===== config.mk =====
export PLATFORM = sky130hd
export DESIGN_NAME = scene_loader_flat
export DESIGN_NICKNAME = d
export VERILOG_FILES = /design/src/rtl/scene_loader_if.sv /design/src/rtl/scene_loader.sv /design/src/flat_wrapper.sv
export SDC_FILE = /design/constraint.sdc
export NUM_CORES = 1
export LEC_CHECK = 0
export ABC_AREA = 1
export CAP_MARGIN = 20
export CORE_MARGIN = 2
export CORE_UTILIZATION = 52
export CTS_CLUSTER_DIAMETER = 200
export DETAILED_ROUTE_END_ITERATION = 8
export PLACE_DENSITY = 0.85
export SLEW_MARGIN = 20
export SYNTH_ARGS = -nofsm -noshare
export SYNTH_HDL_FRONTEND = slang
export SYNTH_SLANG_ARGS = --single-unit
export TNS_END_PERCENT = 10

===== constraint.sdc =====
create_clock -name clk -period 2.3 [get_ports clk]
set_clock_uncertainty 0.05 [all_clocks]
set_input_delay 0.575 -clock clk [delete_from_list [all_inputs] [get_ports clk]]
set_output_delay 0.575 -clock clk [all_outputs]
set_load 0.02 [all_outputs]

===== src/rtl/scene_loader_if.sv =====
// rtl/scene_loader_if.sv - byte-in / record-out handshake bundle for scene_loader
// master: the loader itself; slave: host byte source plus scene buffer side.
interface scene_loader_if #(
  parameter int DATA_WIDTH = 96
) ();
  logic                  in_valid;
  logic                  in_ready;
  logic [7:0]            in_data;
  logic                  out_valid;
  logic                  out_ready;
  logic [DATA_WIDTH-1:0] out_data;
  logic                  out_last;

  modport master (
    input  in_valid, in_data, out_ready,
    output in_ready, out_valid, out_data, out_last
  );

  modport slave (
    output in_valid, in_data, out_ready,
    input  in_ready, out_valid, out_data, out_last
  );
endinterface


===== src/rtl/scene_loader.sv =====
// rtl/scene_loader.sv - assembles host command bytes into model-instance records
// Optional idle-byte timeout in PAYLOAD: define SCENE_LOADER_TIMEOUT_EN.
module scene_loader #(
  parameter int DATA_WIDTH     = 96,
  parameter int MAX_INSTANCES  = 50,
  parameter int TIMEOUT_CYCLES = 1024
) (
  input  logic                                 clk,
  input  logic                                 rstn,
  scene_loader_if.master                       bus,
  output logic                                 scene_done_o,
  output logic [$clog2(MAX_INSTANCES+1)-1:0]   instance_count_o,
  output logic                                 error_o
);

  localparam int NBYTES = (DATA_WIDTH + 7) / 8;
  localparam int CW     = $clog2(MAX_INSTANCES + 1);
  localparam int BW     = $clog2(NBYTES + 1);
  localparam logic [CW-1:0] MAX_CNT   = CW'(MAX_INSTANCES);
  localparam logic [BW-1:0] LAST_BYTE = BW'(NBYTES - 1);

  typedef enum logic [1:0] {IDLE, PAYLOAD, EMIT} state_t;

  state_t                state_q;
  logic [DATA_WIDTH-1:0] shift_q;
  logic [BW-1:0]         byte_cnt_q;
  logic [CW-1:0]         count_q;
  logic                  last_flag_q;
  logic                  in_ready_q;
  logic                  out_valid_q;
  logic                  out_last_q;
  logic                  scene_done_q;
  logic                  error_q;
  logic                  in_fire;
  logic                  out_fire;

`ifdef SCENE_LOADER_TIMEOUT_EN
  localparam int TW = $clog2(TIMEOUT_CYCLES + 1);
  localparam logic [TW-1:0] TMO_LAST = TW'(TIMEOUT_CYCLES - 1);
  logic [TW-1:0] tmo_q;
`endif

  assign in_fire  = bus.in_valid && in_ready_q;
  assign out_fire = out_valid_q && bus.out_ready;

  always_ff @(posedge clk or negedge rstn) begin
    if (!rstn) begin
      state_q      <= IDLE;
      shift_q      <= '0;
      byte_cnt_q   <= '0;
      count_q      <= '0;
      last_flag_q  <= 1'b0;
      in_ready_q   <= 1'b1;
      out_valid_q  <= 1'b0;
      out_last_q   <= 1'b0;
      scene_done_q <= 1'b0;
      error_q      <= 1'b0;
`ifdef SCENE_LOADER_TIMEOUT_EN
      tmo_q        <= '0;
`endif
    end else begin
      scene_done_q <= 1'b0;
      error_q      <= 1'b0;
      case (state_q)
        IDLE: begin
          if (in_fire) begin
            case (bus.in_data)
              8'h00: ;
              8'h01, 8'h02: begin
                // ADD_LAST is never refused so a full scene can still be closed
                if (bus.in_data[1] || count_q < MAX_CNT) begin
                  last_flag_q <= bus.in_data[1];
                  byte_cnt_q  <= '0;
                  state_q     <= PAYLOAD;
`ifdef SCENE_LOADER_TIMEOUT_EN
                  tmo_q       <= '0;
`endif
                end else begin
                  error_q <= 1'b1;
                end
              end
              default: error_q <= 1'b1;
            endcase
          end
        end
        PAYLOAD: begin
          if (in_fire) begin
            shift_q    <= (shift_q << 8) | DATA_WIDTH'(bus.in_data);
            byte_cnt_q <= byte_cnt_q + BW'(1);
`ifdef SCENE_LOADER_TIMEOUT_EN
            tmo_q      <= '0;
`endif
            if (byte_cnt_q == LAST_BYTE) begin
              out_valid_q <= 1'b1;
              out_last_q  <= last_flag_q;
              in_ready_q  <= 1'b0;
              state_q     <= EMIT;
            end
          end
`ifdef SCENE_LOADER_TIMEOUT_EN
          else if (tmo_q == TMO_LAST) begin
            error_q <= 1'b1;
            state_q <= IDLE;
          end else begin
            tmo_q <= tmo_q + TW'(1);
          end
`endif
        end
        EMIT: begin
          if (out_fire) begin
            out_valid_q <= 1'b0;
            out_last_q  <= 1'b0;
            in_ready_q  <= 1'b1;
            state_q     <= IDLE;
            if (out_last_q) begin
              count_q      <= '0;
              scene_done_q <= 1'b1;
            end else if (count_q != MAX_CNT) begin
              count_q <= count_q + CW'(1);
            end
          end
        end
        default: state_q <= IDLE;
      endcase
    end
  end

  assign bus.in_ready     = in_ready_q;
  assign bus.out_valid    = out_valid_q;
  assign bus.out_data     = shift_q;
  assign bus.out_last     = out_last_q;
  assign scene_done_o     = scene_done_q;
  assign instance_count_o = count_q;
  assign error_o          = error_q;

endmodule

===== src/flat_wrapper.sv =====
// flat-port wrapper written by rule: the top's interface ports become plain ports
module scene_loader_flat 
#(
  parameter int DATA_WIDTH     = 96,
  parameter int MAX_INSTANCES  = 50,
  parameter int TIMEOUT_CYCLES = 1024
)
  (clk, rstn, scene_done_o, instance_count_o, error_o, bus_in_valid, bus_in_data, bus_out_ready, bus_in_ready, bus_out_valid, bus_out_data, bus_out_last);
  scene_loader_if #(.DATA_WIDTH(DATA_WIDTH)) bus_i ();
  input  logic clk;
  input  logic rstn;
  output logic scene_done_o;
  output logic [$clog2(MAX_INSTANCES+1)-1:0] instance_count_o;
  output logic error_o;
  input wire logic [$bits(bus_i.in_valid)-1:0] bus_in_valid;
  input wire logic [$bits(bus_i.in_data)-1:0] bus_in_data;
  input wire logic [$bits(bus_i.out_ready)-1:0] bus_out_ready;
  output wire logic [$bits(bus_i.in_ready)-1:0] bus_in_ready;
  output wire logic [$bits(bus_i.out_valid)-1:0] bus_out_valid;
  output wire logic [$bits(bus_i.out_data)-1:0] bus_out_data;
  output wire logic [$bits(bus_i.out_last)-1:0] bus_out_last;
  assign bus_i.in_valid = bus_in_valid;
  assign bus_i.in_data = bus_in_data;
  assign bus_i.out_ready = bus_out_ready;
  assign bus_in_ready = bus_i.in_ready;
  assign bus_out_valid = bus_i.out_valid;
  assign bus_out_data = bus_i.out_data;
  assign bus_out_last = bus_i.out_last;
  scene_loader #(.DATA_WIDTH(DATA_WIDTH), .MAX_INSTANCES(MAX_INSTANCES), .TIMEOUT_CYCLES(TIMEOUT_CYCLES)) u_core (.clk(clk), .rstn(rstn), .bus(bus_i), .scene_done_o(scene_done_o), .instance_count_o(instance_count_o), .error_o(error_o));
endmodule

Fig. 1: run 1, the metal 1 layer
The bar under the picture is 20 microns long.
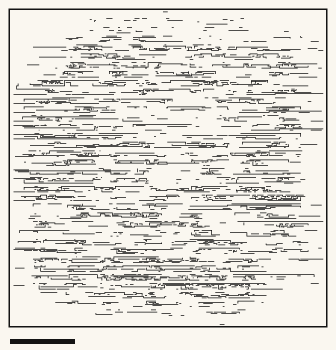
wire length on this layer: 4,660 microns
nets with wire on the layer: 582
main direction: horizontal
share of all routed wire: 42%
longest straight run: 35.4 microns

Fig. 2: run 1, M2 wires
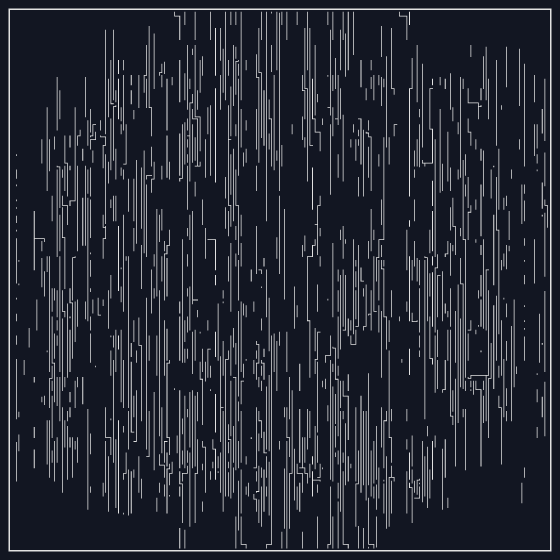
wire length on this layer: 5,440 microns
nets with wire on the layer: 534
main direction: vertical
grt met2 use: 39.5%
DRT Wirelength: 11.0 mm
DR vias: 3,843

Fig. 3: run 1, M3 wires
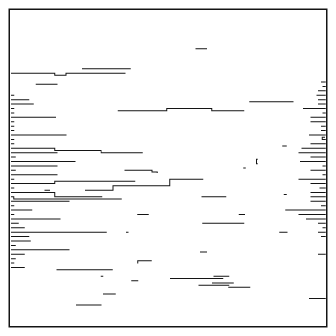
share of all routed wire: 7.2%
longest straight run: 33.1 microns
main direction: horizontal
nets with wire on the layer: 101
wire length on this layer: 789 microns
met3 Use GR: 8.92%

Fig. 4: run 1, wires at chosen ports, followed through buffers
The bar under the picture is 20 microns long.
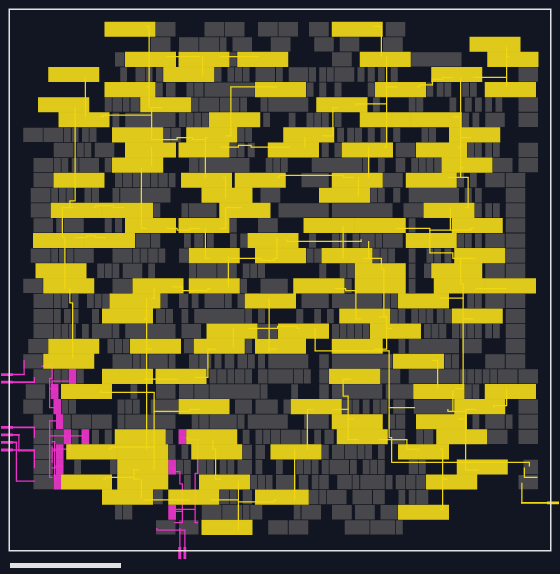
legend:
  magenta:
    port: bus_in_data
    bits: 8
    direction: input
    edge: 6 west, 2 south
    end_cells: 12
    buffers: 8
    wire: 146 microns
  yellow:
    port: rstn
    bits: 1
    direction: input
    edge: east
    end_cells: 114
    buffers: 5
    wire: 814 microns

run 1: cell usage after synthesis, drive strengths merged:
| library cell | number |
|---|---|
| buf | 13 |
| dfstp | 1 |
| or2 | 2 |
| nor2 | 14 |
| xor2 | 2 |
| ha | 3 |
| nor3 | 2 |
| o21ai | 31 |
| nand4 | 3 |
| clkbuf | 8 |
| nand3 | 14 |
| nand2 | 283 |
| o21bai | 2 |
| inv | 27 |
| o211ai | 1 |
| dfrtp | 113 |
run 1: kinds of logic after synthesis:
group | share of synthesized area, %
fa+ha+maj | 0.829
xor+xnor | 0.387
buf+inv | 4.45
simple gates | 27.4
compound gates | 3.92
flops | 63.0
run 1: flip-flops by register name, summed over array words and instances, names as in the netlist:
signal,count
u_core.bus.in_ready,1
u_core.bus.out_data,96
u_core.bus.out_last,1
u_core.bus.out_valid,1
u_core.byte_cnt_q,4
u_core.error_o,1
u_core.instance_count_o,6
u_core.last_flag_q,1
u_core.scene_done_o,1
u_core.state_q,2
run 1: cells in the final DEF, fill, tap and decap left out, drive strengths merged:
cell type / count
o21bai: 2
o211ai: 1
xor2: 2
dfrtp: 113
dlygate4sd3: 1
o21ai: 31
ha: 3
dfstp: 1
buf: 9
nor2: 14
clkdlybuf4s50: 115
clkinv: 3
nand2: 283
dlymetal6s2s: 2
clkbuf: 24
bufinv: 2
nor3: 2
or2: 2
inv: 27
nand4: 3
nand3: 14
run 1: layer usage:
metal	routed length, microns	up-vias	GRT usage, %
met5	0	-	0
met4	95	0	7.80
met3	789	12	8.92
met2	5440	136	39.5
met1	4660	1846	30.1
li1	-	1849	-
run 1: through the flow:
stage | hold WS, ps | power, mW
floorplan | 229 | 2.05
global placement | 402 | 2.11
detailed placement | 413 | 2.11
CTS | 425 | 4.62
global route | 469 | 4.72
finish | 420 | 4.58
==> reports/results.tsv, run 1 <==
stage	metric	value	unit
status	status	finished clean	
clocking	# hold bufs at CTS	1	
die	die height	97.3	microns
placement	GPL Wtd Cong	0.816	
final_timing	Setup WS post-layout	53.5	ps
clocking	Root Buffer	clkbuf_8	
synthesis	distinct lib cells	21	
power	Net Sw Frac	18.8	%
final_timing	setup TNS	0	ps
hold_path	HP Class	register to register	
power	PwrDens	711	nW/um^2
layout	flip-flops	114	
die	Cell Rows	34	
power	Top power group	the clock network	
power	Sequential Power Share	43.8	%
placement	# port buffers	118	
placement	dpl cells	732	
die	fp_density	52.7	%
setup_path	Levels on crit path	1	
synthesis	Top cells by area	dfrtp_1 (62%), nand2_1 (23%), o21ai_0 (3.4%)	
layout	top cell category	sequential cells	
die	chip area	9470	sq um
layout	Area Growth Syn to Fin	42.3	%
layout	inverters	27	
clocking	Late-Pin Clk Latency	500	ps
power	P_clk	2.50	mW
synthesis	Seq share, synth	63.0	%
layout	ANT cells	0	
clocking	Sink Count	114	
layout	ClkCell Share	8.94	%
layout	count of plain and timing-repair buffers	127	
final_timing	crit path time final	2250	ps
drt	vias per cell	5.04	
power	P_int	3.72	mW
final_timing	Slew HR	69.0	%
layout	Layout clock buffers	24	
==> run 1 -> run 2 <==
- CTS_CLUSTER_DIAMETER: 200 -> 100
- PLACE_DENSITY: 0.85 -> 0.84
Fig. 5: run 2, M3 wires
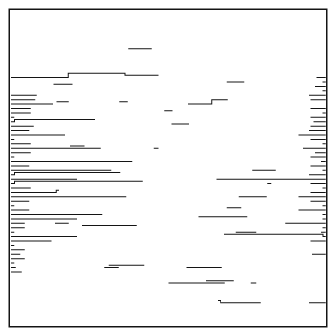
DRT Wirelength: 10.9 mm
DR vias: 3,816

Fig. 6: run 2, M2 wires
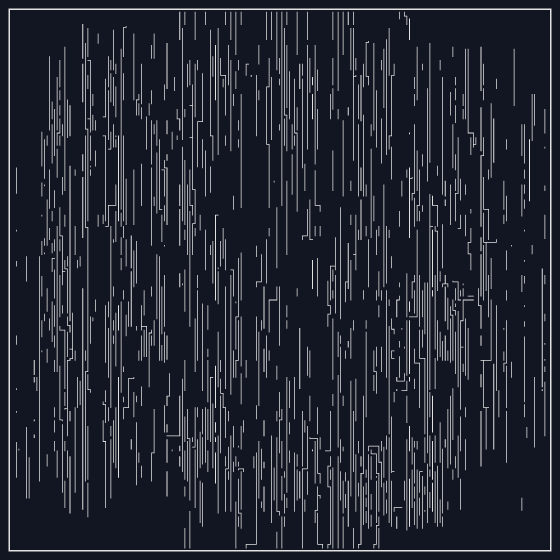
share of all routed wire: 49%
longest straight run: 40.5 microns
main direction: vertical
nets with wire on the layer: 549
wire length on this layer: 5,280 microns
grt met2 use: 38.6%

==> reports/results.tsv, run 2 <==
stage	metric	value	unit
drt	drt wl/cell	14.2	microns
setup_path	Reg2Reg Depth	5	
placement	HPWL after detailed placement	6.83	mm
layout	ANT cells	0	
final_timing	setup TNS	0	ps
power	Sequential Power Share	40.7	%
power	Comb power	0.0733	mW
drt	drc violations	0	
power	Psw	0.989	mW
global_route	largest net degree at the start of global routing	97	
synthesis	distinct lib cells	21	
synthesis	synth cell count leaders	nand2_1 (281), dfrtp_1 (113), o21ai_0 (31)	
layout	Top Layout Cells	nand2_1 (281), clkdlybuf4s50_1 (114), dfrtp_1 (113)	
final_timing	Setup WS post-layout	86.2	ps
setup_path	required time worst endpoint	1670	ps
synthesis	Floorplan Nets	534	
power	Tot Pwr	4.94	mW
die	Cell Rows	34	
clocking	Worst-path clk slew	60	ps
global_route	GR Util All Layers	24.0	%
placement	DP Area	5840	sq um
hold_path	HP Class	register to register	
clocking	Sink Count	114	
clocking	Late-Pin Clk Latency	500	ps
die	fp_density	52.7	%
power	PwrDens	759	nW/um^2
layout	Layout fillers	605	
power	P_int	3.95	mW
synthesis	EDFF count, synth	0	
final_timing	crit path time final	2210	ps
layout	final core occ	75.7	%
synthesis	asr flop ratio synth	100	%
die	chip area	9470	sq um
layout	Area Growth Syn to Fin	43.6	%
synthesis	count leader, synth	nand2_1	
final_timing	Slew @ Worst Pin	520	ps
layout	Top cell excl fill/tap	nand2_1	
placement	dpl cells	730	
power	Combinational Power Share	1.5	%
synthesis	Seq share, synth	63.0	%
placement	GPL Wtd Cong	0.786	
layout	share of cells above drive strength 1	6.87	%
final_timing	Slew HR	65.3	%
power	Top power group	the clock network	
final_timing	WHS	420	ps
synthesis	Top cells by area	dfrtp_1 (62%), nand2_1 (23%), o21ai_0 (3.4%)	
status	status	finished clean	
power	clock power share	57.9	%
synthesis	Synth Flop Type	dfrtp_1	
die	die height	97.3	microns
job	Log Warnings	27	
power	P_clk	2.86	mW
layout	max reg flops	96	
placement	# port buffers	118	
drt	vias per cell	5.00	
clocking	Root Buffer	clkbuf_8	
power	Net Sw Frac	20.0	%
## run 2: cell counts after synthesis
No cell type changed its count.
## run 2: kinds of logic after synthesis
group / after synthesis / share of synthesized area, %
buffers and inverters: 48 / 4.45
DFF: 114 / 63.0
and+or+nand+nor: 318 / 27.4
xor gates and xnor gates: 2 / 0.387
AOI/OAI and AO/OA: 34 / 3.92
adders and majority gates: 3 / 0.829
## run 2: worst max path at each step
stage,start,to,slack [ps],cells after the start
floorplan,u_core.bus.in_ready$_DFFE_PN1P_,u_core.bus.out_data[10]$_DFFE_PN0P_,780,7
detailed placement,bus_in_valid,u_core.last_flag_q$_DFFE_PN0P_,200,6
global route,u_core.instance_count_o[4]$_DFFE_PN0P_,instance_count_o[4],40,1
finish,u_core.instance_count_o[4]$_DFFE_PN0P_,instance_count_o[4],90,1
CTS,u_core.bus.in_ready$_DFFE_PN1P_,bus_in_ready,10,1
global placement,bus_in_valid,u_core.last_flag_q$_DFFE_PN0P_,260,6
## run 2: layout make-up
class	count	area, sq um	area share (%)
Sequential cell	114	2850	43.9
Clock buffer	18	428	6.58
Timing Repair Buffer	125	1290	19.8
Tap cell	108	135	2.08
Clock inverter	14	225	3.46
Inverter	27	101	1.56
Multi-Input combinational cell	357	1470	22.6
## run 2: metal layers
metal | routed length (microns) | GRT usage [%] | share of wire (%) | vias up
met5 | 0 | 0 | 0 | -
li1 | - | - | - | 1849
met3 | 897 | 9.71 | 8.3 | 4
met4 | 59 | 7.69 | 0.54 | 0
met2 | 5280 | 38.6 | 49 | 128
met1 | 4620 | 30.0 | 43 | 1835
## run 2: what timing repair did
action,in CTS,in global routing
hold endpoints to repair,3,0
gates resized,1,2
endpoints found under the setup margin,1,2
hold buffers,1,0
==> run 2 -> run 3 <==
- GPL_TIMING_DRIVEN: unset -> 0
Fig. 7: run 3, M2 wires
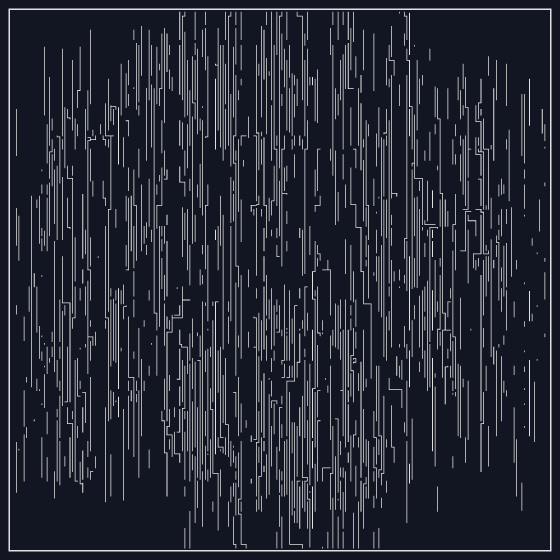
wire length on this layer: 6,060 microns
longest straight run: 40.5 microns
main direction: vertical

Fig. 8: run 3, M3 wires
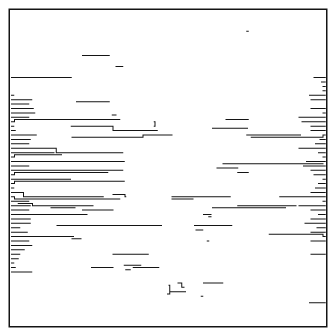
nets with wire on the layer: 102
main direction: horizontal
share of all routed wire: 8.9%
longest straight run: 34.7 microns

==> reports/results.tsv, run 3 <==
stage	metric	value	unit
status	status	finished clean	
placement	GPL Wtd Cong	0.792	
clocking	Root Buffer	clkbuf_8	
die	fp_density	52.7	%
clocking	TritonCTS clock tree	built	
synthesis	count leader, synth	nand2_1	
clocking	Late-Pin Clk Latency	520	ps
synthesis	Floorplan Nets	534	
setup_path	Worst EP arrival	1630	ps
layout	MI comb area	1470	sq um
layout	nets@finish	673	
setup_path	Largest delay share family, worst path	buffers and inverters	
final_timing	period utilization	98.0	%
global_route	global-route wire length before repair	19.4	mm
final_timing	setup TNS	0	ps
global_route	largest net degree at the start of global routing	60	
placement	# port buffers	118	
final_timing	Setup WS post-layout	46.9	ps
synthesis	Seq share, synth	63.0	%
global_route	GR Util All Layers	25.9	%
layout	Top cell excl fill/tap	nand2_1	
final_timing	WHS	420	ps
placement	dpl cells	746	
layout	Layout fillers	582	
layout	max reg flops	96	
clocking	Sink Count	114	
die	chip area	9470	sq um
layout	Top Layout Cells	nand2_1 (281), clkdlybuf4s50_1 (115), dfrtp_1 (113)	
layout	Area Growth Syn to Fin	44.3	%
global_route	met1 usage	30.3	%
final_timing	crit path time final	2250	ps
drt	drt wl/cell	15.3	microns
global_route	met3 Use GR	8.63	%
layout	share of cells above drive strength 1	7.75	%
placement	DP Area	5870	sq um
drt	drc violations	0	
job	Log Warnings	27	
drt	DRT Wirelength	11.9	mm
global_route	number of global-route vias before repair	3997	
synthesis	Top cells by area	dfrtp_1 (62%), nand2_1 (23%), o21ai_0 (3.4%)	
final_timing	pins over their slew limit	0	
layout	ANT cells	0	
drt	DR vias	3970	
drt	Pre-Repair DR Iteration Count	5	
hold_path	HP Class	register to register	
final_timing	Slew @ Worst Pin	527	ps
global_route	grt met2 use	44.9	%
power	PwrDens	756	nW/um^2
clocking	Worst-path clk slew	60	ps
die	die height	97.3	microns
layout	final core occ	76.0	%
die	Cell Rows	34	
synthesis	distinct lib cells	21	
setup_path	required time worst endpoint	1670	ps
synthesis	EDFF count, synth	0	
global_route	gr busiest metal	met2	
power	Peak supply drop	0.570	mV
power	Tot Pwr	4.94	mW
drt	vias per cell	5.10	
clocking	# hold bufs at CTS	1	
power	P_leak	3.40	nW
placement	HPWL after detailed placement	7.88	mm
clocking	Post-CTS Resized	1	
setup_path	CP max stage cell	clkdlybuf4s50_1	
synthesis	synth cell count leaders	nand2_1 (281), dfrtp_1 (113), o21ai_0 (31)	
placement	Post-Place Worst Slack	114	ps
synthesis	Synth Flop Type	dfrtp_1	
synthesis	asr flop ratio synth	100	%
clocking	htree depth	4	
final_timing	Slew HR	64.9	%
die	Die X	97.3	microns
layout	Register Area	2850	sq um
==> run 3: path summary, 6_finish.rpt <==
kind	slack (ps)	endpoint	start	cells past startpoint
min in group asynchronous	520	u_core.bus.out_data[86]$_DFFE_PN0P_	rstn	2
max in group asynchronous	980	u_core.bus.in_ready$_DFFE_PN1P_	rstn	3
max reg2reg	480	u_core.last_flag_q$_DFFE_PN0P_	u_core.bus.in_ready$_DFFE_PN1P_	5
min	420	u_core.bus.out_data[94]$_DFFE_PN0P_	u_core.bus.out_data[94]$_DFFE_PN0P_	2
max	50	instance_count_o[3]	u_core.instance_count_o[3]$_DFFE_PN0P_	1
min reg2reg	420	u_core.bus.out_data[94]$_DFFE_PN0P_	u_core.bus.out_data[94]$_DFFE_PN0P_	2
==> run 3: cell type report <==
cell class / instances / share of cell area, %
Inverter: 27 / 1.55
Timing Repair Buffer: 120 / 18.7
Tap cell: 108 / 2.07
Sequential cell: 114 / 43.7
Buffer: 21 / 1.53
Multi-Input combinational cell: 357 / 22.5
Clock inverter: 10 / 2.72
Clock buffer: 22 / 7.24
==> run 3: cells by family (layout without fill, tap and decap cells) <==
| group | Yosys count | count (layout) | synth area share (%) |
|---|---|---|---|
| compound gates | 34 | 34 | 3.92 |
| xor+xnor | 2 | 2 | 0.387 |
| fa+ha+maj | 3 | 3 | 0.829 |
| buf+inv | 48 | 200 | 4.45 |
| flops | 114 | 114 | 63.0 |
| simple gates | 318 | 318 | 27.4 |
==> run 3: power breakdown <==
part           internal [mW]  leakage [nW]  switching (mW)
clock                   1.98         0.321           0.887
combinational         0.0242          1.56          0.0474
sequential              2.01          1.52               0
==> run 3: metal layers <==
metal | vias up | wire [microns]
li1 | 1877 | -
met1 | 1928 | 4650
met2 | 150 | 6060
met3 | 15 | 1060
met4 | 0 | 135
met5 | - | 0
Power and IR drop assume default switching activity.
